$ cat src/rtl/spike_event_encoder.sv
// Spike event encoder: turns LIF neuron spikes into event words of
// {inter-spike interval, membrane potential, drop flag}, buffers them in a
// small first-word-fall-through FIFO and reports a windowed spike rate.
module spike_event_encoder #(
    parameter int DEPTH       = 4,
    parameter int WINDOW_LOG2 = 8
) (
    input  logic                     clk,
    input  logic                     reset,
    input  logic                     enable,
    input  logic                     spike_in,
    input  logic [6:0]               v_mem_in,
    output logic                     ev_valid,
    input  logic                     ev_ready,
    output logic [15:0]              ev_data,
    output logic [$clog2(DEPTH):0]   fifo_count,
    output logic [7:0]               rate,
    output logic                     rate_valid
);

    localparam int PW = $clog2(DEPTH);
    localparam int CW = PW + 1;
    localparam logic [CW-1:0] FULL = CW'(DEPTH);

    logic                   spike_prev;
    logic [7:0]             isi_cnt;
    logic [7:0]             isi_field;
    logic                   det;
    logic                   pop;
    logic                   push;
    logic                   drop_pending;
    logic [15:0]            mem [DEPTH];
    logic [PW-1:0]          wr_ptr;
    logic [PW-1:0]          rd_ptr;
    logic [CW-1:0]          count;
    logic [WINDOW_LOG2-1:0] win_cnt;
    logic [7:0]             spk_cnt;
    logic [7:0]             spk_next;
    logic                   last_cycle;

    // Edge detection, event field formatting, FIFO handshake and rate helpers
    always_comb begin
        det        = enable & spike_in & ~spike_prev;
        isi_field  = (isi_cnt == 8'hFF) ? 8'hFF : isi_cnt + 8'd1;
        ev_valid   = (count != '0);
        ev_data    = ev_valid ? mem[rd_ptr] : 16'h0000;
        pop        = ev_valid & ev_ready;
        // A full FIFO still takes the new event when the head leaves this cycle.
        push       = det & ((count != FULL) | pop);
        last_cycle = enable & (win_cnt == '1);
        spk_next   = (det && spk_cnt != 8'hFF) ? spk_cnt + 8'd1 : spk_cnt;
        fifo_count = count;
    end

    // Spike history and inter-spike interval counter, frozen while disabled
    always_ff @(posedge clk) begin
        if (reset) begin
            spike_prev <= 1'b0;
            isi_cnt    <= 8'd0;
        end else if (enable) begin
            spike_prev <= spike_in;
            if (det)
                isi_cnt <= 8'd0;
            else if (isi_cnt != 8'hFF)
                isi_cnt <= isi_cnt + 8'd1;
        end
    end

    // Event storage; contents need no reset since ev_data is gated by ev_valid
    always_ff @(posedge clk) begin
        if (!reset && push)
            mem[wr_ptr] <= {isi_field, v_mem_in, drop_pending};
    end

    // FIFO pointers, occupancy and sticky drop indication
    always_ff @(posedge clk) begin
        if (reset) begin
            wr_ptr       <= '0;
            rd_ptr       <= '0;
            count        <= '0;
            drop_pending <= 1'b0;
        end else begin
            if (push)
                wr_ptr <= wr_ptr + PW'(1);
            if (pop)
                rd_ptr <= rd_ptr + PW'(1);
            case ({push, pop})
                2'b10:   count <= count + CW'(1);
                2'b01:   count <= count - CW'(1);
                default: count <= count;
            endcase
            if (push)
                drop_pending <= 1'b0;
            else if (det)
                drop_pending <= 1'b1;
        end
    end

    // Windowed spike rate; the closing cycle's own detection is included
    always_ff @(posedge clk) begin
        if (reset) begin
            win_cnt    <= '0;
            spk_cnt    <= 8'd0;
            rate       <= 8'd0;
            rate_valid <= 1'b0;
        end else begin
            rate_valid <= 1'b0;
            if (enable) begin
                win_cnt <= win_cnt + WINDOW_LOG2'(1);
                if (last_cycle) begin
                    rate       <= spk_next;
                    rate_valid <= 1'b1;
                    spk_cnt    <= 8'd0;
                end else begin
                    spk_cnt <= spk_next;
                end
            end
        end
    end

endmodule

$ cat config.mk
export PLATFORM = sky130hd
export DESIGN_NAME = spike_event_encoder
export DESIGN_NICKNAME = d
export VERILOG_FILES = /design/src/rtl/spike_event_encoder.sv
export SDC_FILE = /design/constraint.sdc
export NUM_CORES = 1
export LEC_CHECK = 0
export ABC_AREA = 0
export CORE_MARGIN = 5
export CORE_UTILIZATION = 60
export CTS_BUF_LIST = sky130_fd_sc_hd__clkbuf_8
export DETAILED_ROUTE_END_ITERATION = 10
export PLACE_DENSITY = 0.82
export SETUP_SLACK_MARGIN = 0.02
export SLEW_MARGIN = 30
export SYNTH_ARGS = -nofsm -noshare
export SYNTH_HDL_FRONTEND = slang
export SYNTH_SLANG_ARGS = --single-unit
$ cat constraint.sdc
create_clock -name clk -period 2.9 [get_ports clk]
set_input_delay 0.58 -clock clk [delete_from_list [all_inputs] [get_ports clk]]
set_output_delay 0.58 -clock clk [all_outputs]
set_load 0.02 [all_outputs]
Fig. 1: placement view
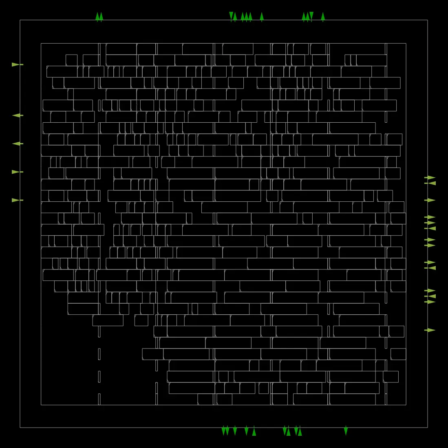
FILL cells: 511
# Taps: 102
fin cells: 507
flop share of the area: 52.1%

==> results_slide.txt <==
Physical Implementation Snapshot

Outcome
  – Status: completed

Power and ir drop
  – Logic gate share of total power: 8.4%
  – Peak supply drop: 258 µV
  – P_clk: 839 µW
  – Biggest consumer: sequential cells
  – Switching share of power: 23.8%
  – Tot Pwr: 2.73 mW
  – Sequential share of power: 60.9%
  – Leak pwr: 1.78 nW
  – Power Dens Cells: 508 nW/µm²
  – Sw Pwr: 649 µW
  – Clock Power Share: 30.8%

Setup path
  – Critical Path Source Type: register
  – CP endpoint: ev_data[6]
  – R2r setup slk: 0.86 ns
  – Reg-to-reg critical path endpoint: fifo_count[1]
  – Slowest stage delay, CP: 0.56 ns
  – FF-to-FF Start: fifo_count[2]
  – Delay-heaviest family, CP: buffers and inverters
  – Number of cells on the critical path: 4
  – Crit path DRT: 2.32 ns
  – Crit path buf inv count: 2
  – CP arrival: 2.21 ns

Layout
  – Clock buf/inv share: 3.45%
  – Buffer share of cell area: 9.22%
  – Number of ordinary inverters in the final layout: 8
  – Area-dominant class: sequential cells
  – Comb gates: 222
  – Antenna Cells: 0
  – Fin area: 5380 µm²
  – Commonest cells after routing, fill and taps aside: edfxtp_1 (64), dfxtp_1 (44), clkdlybuf4s50_1 (40)
  – Multi-input combinational area share: 32.3%
  – Final Util: 70.3%
  – Max reg flops: 64

Timing
  – Slew HR: 72.3%
  – Clock skew: 0.00862 ns
  – Crit share post-route: 96.2%
  – Min Hold Slack: 0.493 ns
  – Slew at the pin with the worst max-slew slack: 0.415 ns
  – Final Setup Violations: 0
  – Final Hold Vio Count: 0
  – Tmin final: 2.79 ns
  – Setup TNS: 0 ns

Route
  – Avg WL per Cell: 16.5 µm
  – Metal-1 WL: 3380 µm
  – # DRC: 0
  – Met2 WL: 4540 µm
  – Avg Vias per Cell: 5.67
  – Initial DRT Pass Iterations: 4
  – Routed wl met3: 305 µm
  – Iter 0 DRT Violations: 122

Placement
  – Placed Area: 5180 µm²
  – Number of port buffers: 40
  – Placed wire-length estimate: 5890 µm

Floorplan
  – Die H: 98.1 µm
  – Chip area: 9630 µm²
  – Die W: 98.1 µm
  – FP Core Util: 60.9%
  – Core area: 7650 µm²

Synthesis
  – Mean Syn Cell Area: 13.1 µm²
  – Yosys stat chip area: 4660 µm²
  – Synth area leader: edfxtp_1
  – Yosys aoi share: 6.10%
  – Count leader, synth: edfxtp_1
  – Main area contributors: edfxtp_1 (41%), dfxtp_1 (19%), mux4_2 (7.7%)
  – Post-synth seq share: 60.2%
  – Area fraction in mux cells: 9.27%
  – Floorplan Nets: 376
  – Post-synth top cells: edfxtp_1 (64), dfxtp_1 (44), nor2_1 (36)
  – Syn Inst Count: 356
  – AND/OR/NAND/NOR Cells, Area Fraction: 15.9%
  – Synth top area share: 41.3%
  – XOR/XNOR Area Share: 3.57%
  – Netlist Area Pre-Place: 4660 µm²
  – Main logic family after synthesis: simple AND/OR/NAND/NOR gates
  – Cell Type Count: 59
  – Commonest flop: edfxtp_1

GRT
  – Routing usage on met1: 22.8%
  – Total GRT Usage: 18.7%
  – First-pass GRT wire length: 14200 µm
  – Vias in the first global route: 2854
  – Total global routing overflow: 0
  – Largest net degree at the start of global routing: 24
  – Met3 Use GR: 3.21%
  – Met2 Usage GRT: 33.2%
  – Antenna violations before repair: 0
  – Busiest layer in global routing: met2

CTS
  – Max H-tree Level: 3
  – Clock Tree Buf Depth: 2
  – Inserted Clock Buffers: 9
  – Num Clock Sinks: 108
  – Late-Pin Clk Latency: 0.37 ns
  – Post-CTS resize count: 0
  – Post-CTS Hold Buffers: 0

Hold path
  – Hold worst-path end: rate[7]
  – Hold_sp: rate[7]

Job
  – Max-cap violation count: 0
Fig. 2: a small window of the routed layout
Bar = 20 µm. Region (0, 0) to (50, 50) µm. Cells in gray, sequential cells in the stronger gray; small squares are vias.
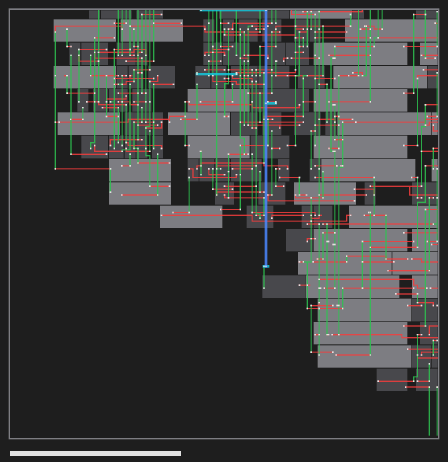
[metal 3] cyan
[metal 2] green
[metal 1] red
[metal 4] blue
netlist names of flops here include: mem (14), win_cnt (6), isi_cnt (5)
sequential cells in the window: 25
cells with their middle in the window: 84
most frequent: edfxtp_1 (14), dfxtp_1 (11), nand2_1 (9)

Power and IR drop assume default switching activity.
